==> config.mk <==
export PLATFORM = sky130hd
export DESIGN_NAME = mem_bus_arbiter_flat
export DESIGN_NICKNAME = d
export VERILOG_FILES = /design/src/rtl/mem_bus_arbiter_if.sv /design/src/rtl/mem_bus_arbiter.sv /design/src/flat_wrapper.sv
export SDC_FILE = /design/constraint.sdc
export NUM_CORES = 1
export LEC_CHECK = 0
export ABC_CLOCK_PERIOD_IN_PS = 4420
export CORE_UTILIZATION = 33
export DETAILED_ROUTE_END_ITERATION = 8
export PLACE_DENSITY_LB_ADDON = 0.2
export RECOVER_POWER = 100
export SLEW_MARGIN = 20
export SYNTH_ARGS = -nofsm -noshare
export SYNTH_HDL_FRONTEND = slang
export SYNTH_SLANG_ARGS = --single-unit
==> constraint.sdc <==
create_clock -name clk -period 4.42 [get_ports clk]
set_input_delay 0.884 -clock clk [delete_from_list [all_inputs] [get_ports clk]]
set_output_delay 0.884 -clock clk [all_outputs]
set_load 0.02 [all_outputs]
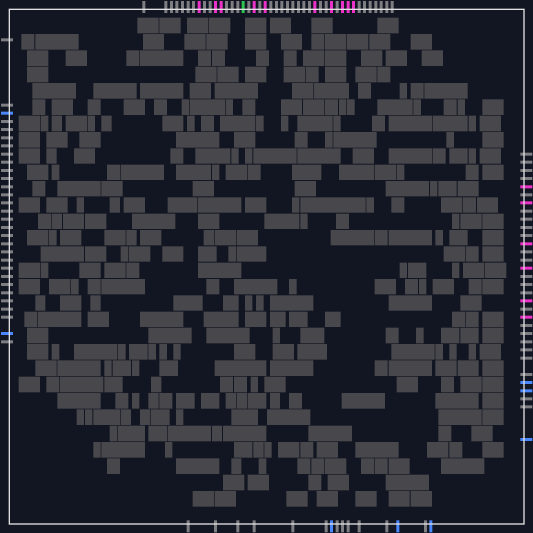
(ports around the boundary)
Drawn at 6 px/um. Pins as bars across the die edge, other pins in gray.
[blue] `bus_rdata` | pins: 8 | direction: output | edge: 3 right, 3 bottom, 2 left
[green] `bus_rvalid_exe` | pins: 1 | direction: output | edge: top
[magenta] `bus_addr_exe` | pins: 16 | direction: input | edge: 10 top, 6 right
all pins by edge: 43 top, 32 right, 30 left, 15 bottom
I/O Buffers: 119
Die X: 85.5 um
vertical die size: 85.5 um

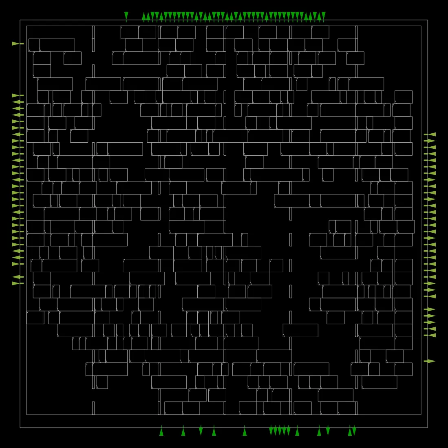
(cell outlines without signal wires)
core footprint: 6760 sq um
flop count: 47

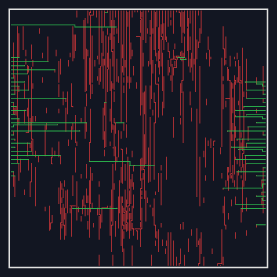
(routed metal, one color a layer)
Drawn at 3 px/um. Only two layers are drawn.
[green] metal 3 | wire length: 465 um
[red] metal 2 | wire length: 3040 um
WL per Instance: 14.0 um
overall routing resource usage: 17.4%
via count: 2171
Routed WL: 6190 um

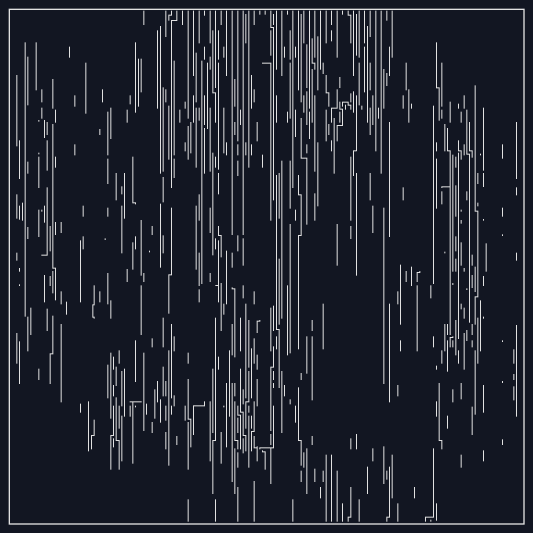
(M2 wires)
Drawn at 6 px/um.
main direction: vertical
share of all routed wire: 49%
longest straight run: 45.6 um
nets with wire on the layer: 359
grt met2 use: 30.2%

==> out/qor.csv <==
metric;value;unit
Yosys chip area;2300;sq um
top cells, area;dfxtp_1 (41%), and2_1 (9.2%), a32oi_2 (7.1%), nand2_1 (6.7%), o22ai_1 (4.3%);
Reg2Reg Depth;4;
Flop pwr share;41.1;%
Dominant cell area share;40.8;%
Seq share, synth;40.8;%
synthesized area;2300;sq um
critical-path cell list;clkdlybuf4s50_1, nand3b_4, a21o_2, a32oi_1, dlygate4sd3_1;
met3 track demand over resource;4.72;%
cells in synth_stat.txt;249;
yosys adder share;1.09;%
FP Rows;30;
Cell Area, Placed;3520;sq um
Synth top cells by count;dfxtp_1 (47), nand2_1 (41), and2_1 (34);
Power Density;321;nW/um^2
CTS buffer count;5;
vias in the first global route;2168;
sequential cell power;476;uW
most instantiated logic cells after routing;clkdlybuf4s50_1 (81), dfxtp_1 (47), nand2_1 (41);
CTS Sinks;47;
Final WS setup;0.352;ns
CP Depth;5;
RSZ-0062 raised after global routing;false;
dominant register cell;dfxtp_1;
relative max-transition margin;6.50;%
global route hottest layer;met2;
Max rail drop VDD;124;uV
Log Warnings;26;
Dominant comb cell;simple AND/OR/NAND/NOR gates;
first drt pass iteration count;4;
syn_area_per_cell;9.25;sq um
DP Cell Count;435;
largest net degree at the start of global routing;37;
antenna violations before repair;0;
final antenna-violating net count;0;
CP top delay family;buffers and inverters;
final cell count without fillers;442;
clock root buffer;clkbuf_8;
worst hold-check path type;register to register;
Area growth, synth to finish;56.9;%
Complex Gates by Area;19.4;%
clock share of power;25.9;%
Post-synth ARST share;0;%
leak pwr;0.00147;uW
switching pwr;336;uW
vias per std cell;4.91;
crit path buf inv count;2;
worst slew pin tran;1.40;ns
Antenna diodes;0;
status;finished clean;
flip-flops with a built-in enable;0;
Tapcells;80;
Tot Pwr;1160;uW
Final Max Tran Viols;0;
H-tree depth;2;
inverter count;7;
Yosys reg bits;47;
global-route wire length before repair;10200;um
top power group;registers;
fill count;639;
comb pwr;383;uW
worst hold path cell count;1;
clock-pin slew on the worst setup and hold paths;0.08;ns
NonClk Buf Share;33.7;%
mux share;3.91;%
crit-path max FO;18;
FF-to-FF setup slack;2.50;ns
cts repair resizes;0;
Max Cap Viol;0;
startpoint type of the worst setup path;primary input;
Post-Synthesis Net Count;330;
Final GP Congestion;0.711;
Die ar.;7320;sq um
Comb gate area;1230;sq um
Critical Path Sink Type;output pin;
dominant logic cell type in the layout;clkdlybuf4s50_1;
final clock skew;0.00855;ns
endpoints failing hold;0;
Power figures rest on the tool's default switching activity, not on a simulated workload.
